--- src/rtl/mnist_pkg.sv ---
// mnist_pkg: constants, the pooling FSM state type and a signed-max helper
// shared by the maxpool1 files.
//   DATA_W      - signed feature-map sample width
//   CONV1_CH    - number of conv1 output channels
//   CONV1_OUT_W - conv1 output map width (= height)
//   POOL1_OUT_W - pooled map width (= height)
package mnist_pkg;

  localparam int unsigned DATA_W      = 12;
  localparam int unsigned CONV1_CH    = 3;
  localparam int unsigned CONV1_OUT_W = 24;
  localparam int unsigned POOL1_OUT_W = 12;

  typedef enum logic [1:0] {
    StIdle,
    StRd,
    StWb,
    StDone
  } pool_state_e;

  function automatic logic signed [DATA_W-1:0] smax(input logic signed [DATA_W-1:0] a,
                                                    input logic signed [DATA_W-1:0] b);
    return (a > b) ? a : b;
  endfunction

endpackage

--- src/rtl/maxpool1_addr_gen.sv ---
// maxpool1_addr_gen: channel / pooled-row / pooled-column / window-element
// counters for the 2x2 stride-2 pooling pass, plus the address arithmetic.
// Ports:
//   i_clk, i_rst_n   - clock, synchronous active-low reset
//   i_clear          - zero all counters (pass start)
//   i_adv_k          - step the window element index k (0..3, wraps)
//   i_adv_win        - step to the next window (c fastest, then r, then ch)
//   o_k              - current window element index
//   o_raddr          - conv1 RAM address of element k of the current window
//   o_waddr          - pool1 RAM address of the current window
//   o_last_window    - current window is the final one of the pass
module maxpool1_addr_gen
  import mnist_pkg::*;
#(
  parameter int unsigned CH      = CONV1_CH,
  parameter int unsigned IN_W    = CONV1_OUT_W,
  parameter int unsigned RADDR_W = 11,
  parameter int unsigned WADDR_W = 9
) (
  input  logic               i_clk,
  input  logic               i_rst_n,
  input  logic               i_clear,
  input  logic               i_adv_k,
  input  logic               i_adv_win,
  output logic [1:0]         o_k,
  output logic [RADDR_W-1:0] o_raddr,
  output logic [WADDR_W-1:0] o_waddr,
  output logic               o_last_window
);

  localparam int unsigned OutW = IN_W / 2;
  localparam int unsigned RcW  = (OutW > 1) ? $clog2(OutW) : 1;
  localparam int unsigned ChW  = (CH > 1) ? $clog2(CH) : 1;

  logic [ChW-1:0] r_ch;
  logic [RcW-1:0] r_row;
  logic [RcW-1:0] r_col;
  logic [1:0]     r_k;

  logic w_col_last;
  logic w_row_last;
  logic w_ch_last;

  assign w_col_last = (r_col == RcW'(OutW - 1));
  assign w_row_last = (r_row == RcW'(OutW - 1));
  assign w_ch_last  = (r_ch == ChW'(CH - 1));

  always_ff @(posedge i_clk) begin
    if (!i_rst_n || i_clear) begin
      r_ch  <= '0;
      r_row <= '0;
      r_col <= '0;
      r_k   <= '0;
    end else begin
      if (i_adv_k) begin
        r_k <= r_k + 2'd1;
      end
      if (i_adv_win) begin
        if (!w_col_last) begin
          r_col <= r_col + 1'b1;
        end else begin
          r_col <= '0;
          if (!w_row_last) begin
            r_row <= r_row + 1'b1;
          end else begin
            r_row <= '0;
            r_ch  <= w_ch_last ? '0 : r_ch + 1'b1;
          end
        end
      end
    end
  end

  // {row, k[1]} = 2r + dy and {col, k[0]} = 2c + dx: element k of the window.
  assign o_raddr = RADDR_W'(r_ch) * RADDR_W'(IN_W * IN_W)
                 + RADDR_W'({r_row, r_k[1]}) * RADDR_W'(IN_W)
                 + RADDR_W'({r_col, r_k[0]});

  assign o_waddr = WADDR_W'(r_ch) * WADDR_W'(OutW * OutW)
                 + WADDR_W'(r_row) * WADDR_W'(OutW)
                 + WADDR_W'(r_col);

  assign o_k           = r_k;
  assign o_last_window = w_ch_last & w_row_last & w_col_last;

endmodule

--- src/rtl/maxpool1.sv ---
// maxpool1: 2x2 stride-2 signed max-pooling of the conv1 feature maps.
// A pass starts on the falling edge of i_upstream_busy while idle, reads each
// window (4 reads), and writes one pooled value per window (5-cycle period).
// Build option: define MAXPOOL1_RELU_EN to clamp negative pooled values to 0.
// Ports:
//   i_clk, i_rst_n   - clock, synchronous active-low reset
//   i_upstream_busy  - conv1 busy flag; its falling edge starts a pass
//   i_data_in        - conv1 RAM read data, valid one cycle after o_ren
//   o_raddr, o_ren   - conv1 RAM read port
//   o_waddr, o_wen   - pool1 RAM write port (o_wen is a one-cycle pulse)
//   o_data_out       - pooled value written with o_wen
//   o_busy           - high while a pass is in progress
module maxpool1
  import mnist_pkg::*;
#(
  parameter int unsigned CH      = CONV1_CH,
  parameter int unsigned IN_W    = CONV1_OUT_W,
  parameter int unsigned DATA_W  = mnist_pkg::DATA_W,
  parameter int unsigned RADDR_W = 11,
  parameter int unsigned WADDR_W = 9
) (
  input  logic               i_clk,
  input  logic               i_rst_n,
  input  logic               i_upstream_busy,
  input  logic [DATA_W-1:0]  i_data_in,
  output logic [RADDR_W-1:0] o_raddr,
  output logic               o_ren,
  output logic [WADDR_W-1:0] o_waddr,
  output logic               o_wen,
  output logic [DATA_W-1:0]  o_data_out,
  output logic               o_busy
);

  pool_state_e r_state;
  pool_state_e w_state_n;
  logic        r_ub_prev;

  logic               w_start;
  logic               w_clear;
  logic               w_adv_k;
  logic               w_adv_win;
  logic [1:0]         w_k;
  logic               w_last_window;
  logic [RADDR_W-1:0] w_raddr;
  logic [WADDR_W-1:0] w_waddr;

  logic signed [DATA_W-1:0] w_din;
  logic signed [DATA_W-1:0] w_max_fin;
  logic signed [DATA_W-1:0] w_pooled;
  logic signed [DATA_W-1:0] r_max;
  logic                     r_wen;
  logic [WADDR_W-1:0]       r_waddr;
  logic [DATA_W-1:0]        r_dout;

  maxpool1_addr_gen #(
    .CH      (CH),
    .IN_W    (IN_W),
    .RADDR_W (RADDR_W),
    .WADDR_W (WADDR_W)
  ) u_addr_gen (
    .i_clk         (i_clk),
    .i_rst_n       (i_rst_n),
    .i_clear       (w_clear),
    .i_adv_k       (w_adv_k),
    .i_adv_win     (w_adv_win),
    .o_k           (w_k),
    .o_raddr       (w_raddr),
    .o_waddr       (w_waddr),
    .o_last_window (w_last_window)
  );

  assign w_start = (r_state == StIdle) && r_ub_prev && !i_upstream_busy;

  always_ff @(posedge i_clk) begin
    if (!i_rst_n) begin
      r_state   <= StIdle;
      r_ub_prev <= 1'b0;
    end else begin
      r_state   <= w_state_n;
      r_ub_prev <= i_upstream_busy;
    end
  end

  always_comb begin
    w_state_n = r_state;
    w_clear   = 1'b0;
    w_adv_k   = 1'b0;
    w_adv_win = 1'b0;
    case (r_state)
      StIdle: begin
        if (w_start) begin
          w_state_n = StRd;
          w_clear   = 1'b1;
        end
      end
      StRd: begin
        w_adv_k = 1'b1;
        if (w_k == 2'd3) begin
          w_state_n = StWb;
        end
      end
      StWb: begin
        w_adv_win = 1'b1;
        w_state_n = w_last_window ? StDone : StRd;
      end
      StDone:  w_state_n = StIdle;
      default: w_state_n = StIdle;
    endcase
  end

  // Read data lags the address by one cycle: in RD with k=n the bus carries
  // element n-1, and in WB it carries element 3.
  assign w_din     = signed'(i_data_in);
  assign w_max_fin = smax(r_max, w_din);

`ifdef MAXPOOL1_RELU_EN
  assign w_pooled = w_max_fin[DATA_W-1] ? '0 : w_max_fin;
`else
  assign w_pooled = w_max_fin;
`endif

  always_ff @(posedge i_clk) begin
    if (!i_rst_n) begin
      r_max   <= '0;
      r_wen   <= 1'b0;
      r_waddr <= '0;
      r_dout  <= '0;
    end else begin
      r_wen <= (r_state == StWb);
      if (r_state == StRd && w_k == 2'd1) begin
        r_max <= w_din;
      end else if (r_state == StRd && w_k[1]) begin
        r_max <= w_max_fin;
      end
      if (r_state == StWb) begin
        r_waddr <= w_waddr;
        r_dout  <= w_pooled;
      end
    end
  end

  assign o_raddr    = w_raddr;
  assign o_ren      = (r_state == StRd);
  assign o_waddr    = r_waddr;
  assign o_wen      = r_wen;
  assign o_data_out = r_dout;
  assign o_busy     = (r_state != StIdle);

endmodule

--- config.mk ---
export PLATFORM = sky130hd
export DESIGN_NAME = maxpool1
export DESIGN_NICKNAME = d
export VERILOG_FILES = /design/src/rtl/mnist_pkg.sv /design/src/rtl/maxpool1_addr_gen.sv /design/src/rtl/maxpool1.sv
export SDC_FILE = /design/constraint.sdc
export NUM_CORES = 1
export LEC_CHECK = 0
export CORE_MARGIN = 2
export CORE_UTILIZATION = 55
export CTS_CLUSTER_SIZE = 10
export DETAILED_ROUTE_END_ITERATION = 8
export PLACE_DENSITY = 0.83
export RECOVER_POWER = 50
export SYNTH_ARGS = -nofsm -noshare
export SYNTH_HDL_FRONTEND = slang
export SYNTH_SLANG_ARGS = --single-unit
--- constraint.sdc ---
create_clock -name i_clk -period 5.71 [get_ports i_clk]
set_input_delay 0.8565 -clock i_clk [delete_from_list [all_inputs] [get_ports i_clk]]
set_output_delay 0.8565 -clock i_clk [all_outputs]
set_load 0.05 [all_outputs]
### Sizing map, run 1

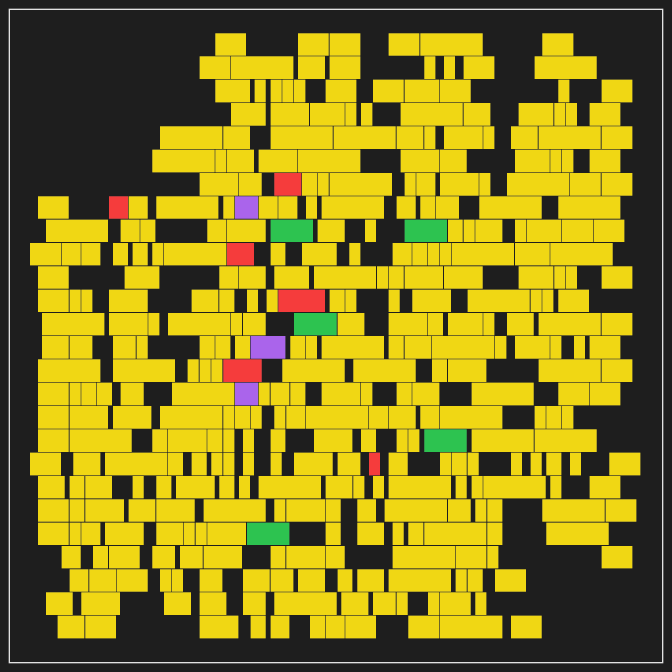
Green marks drive 6 and up, cells 5, share 1.4%, most used clkbuf_8. Purple marks drive 3 to 4, cells 3, share 0.82%, most used clkinvlp_4. Red marks drive 2, cells 6, share 1.6%. Yellow marks drive 1 or less, cells 354, share 96%, most used dfxtp_1.

### Wiring heat map, run 1

15 x 15 tiles, from dark blue (low) to red (high), scaled to the fullest tile. Values are wire area over tile area, all layers added.
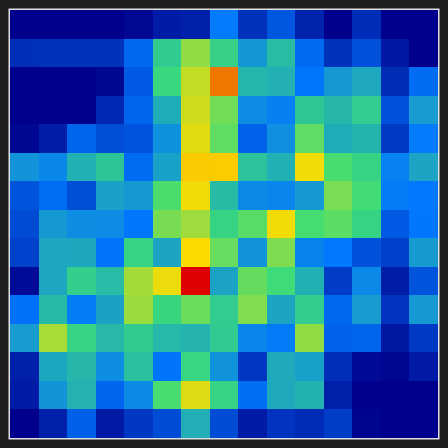
The emptiest ninth of the die: upper left. The fullest tile reaches 0.57. 11% of the tiles are nearly empty.

==> results.py, run 1 <==
# Synthesis and PnR figures
metrics = {
    "cts": {
        "clkLatencyLatePin_ns": 0.30,
        "cts_tree": "yes",
        "cts_resized": 0,
        "clk_path_buf_depth": 2,
    },
    "global_routing": {
        "antenna_found_initial": 0,
        "grt_pass1_vias": 2370,
    },
    "synthesis": {
        "ys_sh_xor_pct": 5.514,
        "synth_cell_types": 44,
        "avgSynthCellArea_sq_um": 8.743,
    },
    "run_status": {
        "status": "finished clean",
    },
    "pwr": {
        "pg_comb_uw": 58.7,
        "p_switching_uw": 157.4,
        "power-top-group": "sequential cells",
        "p_comb_share_pct": 9.6,
    },
    "job": {
        "maxCapViolCount": 0,
    },
    "final_layout": {
        "seqCellArea_sq_um": 980.9,
        "fill_cells": 430,
        "fin_area_sq_mm": 0.003437,
    },
    "route": {
        "drt_iter0_drc": 149,
        "top_layer": "met4",
        "antenna_left": 0,
        "wl_met1_mm": 2.942,
    },
    "final_timing": {
        "setup_viol": 0,
        "slew_headroom_pct": 8.172,
        "final_max_slew_viol_count": 0,
        "fin_skew_ns": 0.007629,
        "whs_ns": 0.4532,
    },
    "hold_path": {
        "hold_path.class": "reg -> reg",
    },
    "critical_path": {
        "crit_path_end_kind": "primary output",
        "cp_max_fo": 7,
        "critPathRequiredTime_ns": 4.85,
    },
}
### Routed clock nets over the placement, run 1

Bar = 20 um.
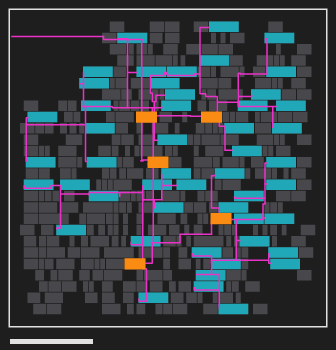
Orange marks cells driving clock nets, count 5. Magenta marks clock wires, length 560 um. Cyan marks flip-flops, count 49.
Position of the flops: spread over the die.

run 1: worst max-delay path, stage by stage, from the launching register on:
cell and delay [ns]:
dfxtp_1 0.49, ha_1 0.28, inv_1 0.07, fa_1 0.42, nand2_1 0.12, xnor2_1 0.13, ha_1 0.29, a21oi_1 0.16
o21ai_1 0.12, a31oi_1 0.24, xnor2_1 0.15, clkdlybuf4s50_1 0.83
run 1: registers in the layout (all words and copies together) (netlist names):
| signal | flops |
|---|---|
| u_addr_gen.r_ch | 2 |
| r_ub_prev | 1 |
| r_max | 12 |
| o_waddr | 9 |
| o_wen | 1 |
| u_addr_gen.r_row | 4 |
| r_state | 2 |
| u_addr_gen.o_k | 2 |
| u_addr_gen.r_col | 4 |
| o_data_out | 12 |
run 1: synthesized netlist by cell type, types with 5 or more instances:
| cell | instances | area (sq um) |
|---|---|---|
| dfxtp_1 | 49 | 980.9 |
| xor2_1 | 7 | 61.31 |
| o21ai_1 | 7 | 35.03 |
| clkbuf_1 | 8 | 30.03 |
| nand2_1 | 29 | 108.9 |
| nor2b_1 | 6 | 37.54 |
| ha_1 | 30 | 375.4 |
| nor3_1 | 5 | 25.02 |
| a22o_1 | 12 | 105.1 |
| nand4_1 | 5 | 31.28 |
| nand3_1 | 8 | 40.04 |
| xnor2_1 | 11 | 96.34 |
| o221a_1 | 13 | 146.4 |
| inv_1 | 21 | 78.83 |
| a21o_1 | 5 | 37.54 |
| a21oi_1 | 23 | 115.1 |
| nor2_1 | 39 | 146.4 |
run 1: worst paths after layout:
kind                  startpoint           to  slack (ns)  cells past startpoint
min reg2reg           o_waddr[0]   o_waddr[0]        0.45                      2
max reg2reg  u_addr_gen.r_row[0]   o_waddr[8]        3.01                     11
min                   o_waddr[0]   o_waddr[0]        0.45                      2
max          u_addr_gen.r_row[0]  o_raddr[10]        1.25                     11
## Run 2: what changed since run 1
- CORE_UTILIZATION: 55 -> 48
- PLACE_DENSITY: 0.83 -> 0.77
- clock period: 5.71 -> 3.93 ns (I/O delays scaled with it)
### Wiring heat map, run 2

16 x 16 tiles, from dark blue (low) to red (high), scaled to the fullest tile. Values are wire area over tile area, all layers added.
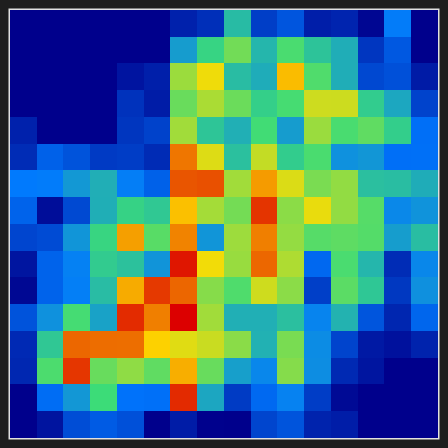
The fullest tile reaches 0.42. 32% of the tiles are over half the peak. The mean over all tiles is 0.15. 16% of the tiles are nearly empty.

### Placement view, run 2

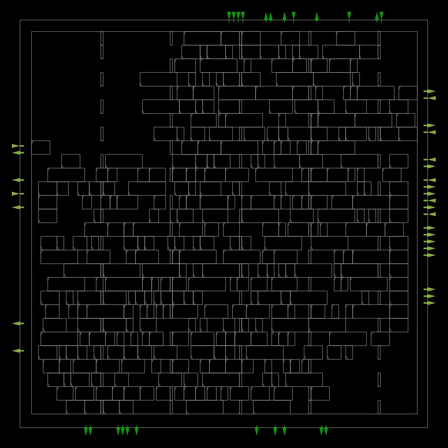
flop count: 49
fin cells: 446
core box area: 0.005851 sq mm
Core Util, Final: 59.22%

==> run 2 against run 1 <==
Clock power grew 46%. Synthesized area is the same. Largest cell class unchanged. Flip-flop count is the same. Utilization shrank 8.5 points.
==> results.py, run 2 <==
# Synthesis and PnR figures
metrics = {
    "run_status": {
        "status": "finished clean",
    },
    "critical_path": {
        "cpMaxStageDelayCell": "clkdlybuf4s50_1",
        "critPathRequiredTime_ns": 3.34,
        "cp.arrival_ns": 3.10,
        "cp_max_fo": 7,
        "slowest_delay_ns": 0.81,
        "r2r_cells": 11,
        "start_kind": "flop",
        "path_cells": "ha_1 -> inv_1 -> fa_1 -> nand2_1 -> xnor2_1 -> ha_1 -> xnor2_1 -> clkdlybuf4s50_1",
        "crit_path_end_kind": "primary output",
    },
    "floorplan": {
        "fp-row-count": 28,
        "die_w_um": 81.18,
    },
    "synthesis": {
        "avgSynthCellArea_sq_um": 8.743,
        "netlist_top_cells_count": "dfxtp_1, nor2_1, ha_1, nand2_1, a21oi_1",
        "synth.top_cell.area_share_pct": 34.31,
        "largest_area_cell": "dfxtp_1",
        "flop_cell": "dfxtp_1",
        "synth_cell_types": 44,
        "ys_cells": 327,
        "area_leaders": "dfxtp_1, ha_1, nor2_1, o221a_1, a21oi_1",
        "synthMostInstantiatedCell": "dfxtp_1",
    },
    "cts": {
        "ctsRootBufferMaster": "clkbuf_8",
        "clk_path_buf_depth": 2,
        "cts_resized": 0,
        "cts_tree": "yes",
        "clkLatencyLatePin_ns": 0.31,
    },
    "hold_path": {
        "hold_path.class": "reg -> reg",
        "holdPathStages": 2,
    },
    "pwr": {
        "switching_share_pct": 25.71,
        "p_switching_uw": 228.9,
        "p_comb_share_pct": 9.6,
    },
    "route": {
        "antenna_left": 0,
        "drt_iter0_drc": 85,
    },
    "placed_design": {
        "dpl.cell_count": 438,
        "detailed_place_hpwl_mm": 4.457,
    },
    "final_timing": {
        "slew_headroom_pct": 10.93,
        "fin_skew_ns": 0.009442,
        "final_max_slew_viol_count": 0,
        "setup_viol": 0,
        "whs_ns": 0.4543,
    },
    "global_routing": {
        "antenna_found_initial": 0,
        "grtUsageTotal_pct": 19.65,
        "grt_pass1_vias": 2285,
    },
    "job": {
        "maxCapViolCount": 0,
    },
    "final_layout": {
        "fin_area_sq_mm": 0.003465,
        "seqCellArea_sq_um": 980.9,
        "fill_cells": 506,
    },
}
run 2: cell counts after synthesis:
No cell type changed its count.
run 2: kinds of logic (layout without fill, tap and decap cells):
logic type	count (synthesis)	count (layout)	share of synthesized area (%)
compound gates	74	74	18.86
xor+xnor	18	18	5.514
fa+ha+maj	34	34	15.93
buf+inv	39	83	5.952
flops	49	49	34.31
simple gates	113	113	19.43
run 2: per-layer routing:
layer,track usage (%),vias up,wire length [um]
met4,7.458,0,106
li1,-,1232,-
met5,0,-,0
met2,32.73,61,2787
met1,25.57,1134,2957
met3,3.111,11,260
run 2: path summary, 6_finish.rpt:
kind                                          start    endpoint  slack, ns
worst max-delay path            u_addr_gen.r_row[0]  o_raddr[7]       0.24
worst min-delay path                     o_waddr[4]  o_waddr[4]       0.45
worst max register to register  u_addr_gen.r_row[0]  o_waddr[8]       1.21
worst min register to register           o_waddr[4]  o_waddr[4]       0.45
run 2: power groups by stage:
stage	sequential [mW]	clock [mW]	combinational (mW)
floorplan	0.521	0	0.0499
global placement	0.517	0	0.0856
detailed placement	0.518	0	0.0861
CTS	0.506	0.302	0.0874
global route	0.507	0.317	0.0935
finish	0.506	0.299	0.0857
run 2: layout make-up:
class | instances | share of cell area, %
multi-input combinational | 239 | 49.37
sequential | 49 | 28.31
timing repair buffer | 52 | 14.59
tap | 75 | 2.709
inverter | 23 | 2.492
clock buffer | 6 | 2.095
clock inverter | 2 | 0.4334
run 2: critical path: cells and delay by family (launching register included):
family	cells	cell delay (ns)
AND/OR/NAND/NOR	1	0.12
flip-flops	1	0.49
buffers and inverters	2	0.89
adder cells (fa/ha/maj)	3	1.00
XOR/XNOR	2	0.29
Power figures rest on the tool's default switching activity, not on a simulated workload.
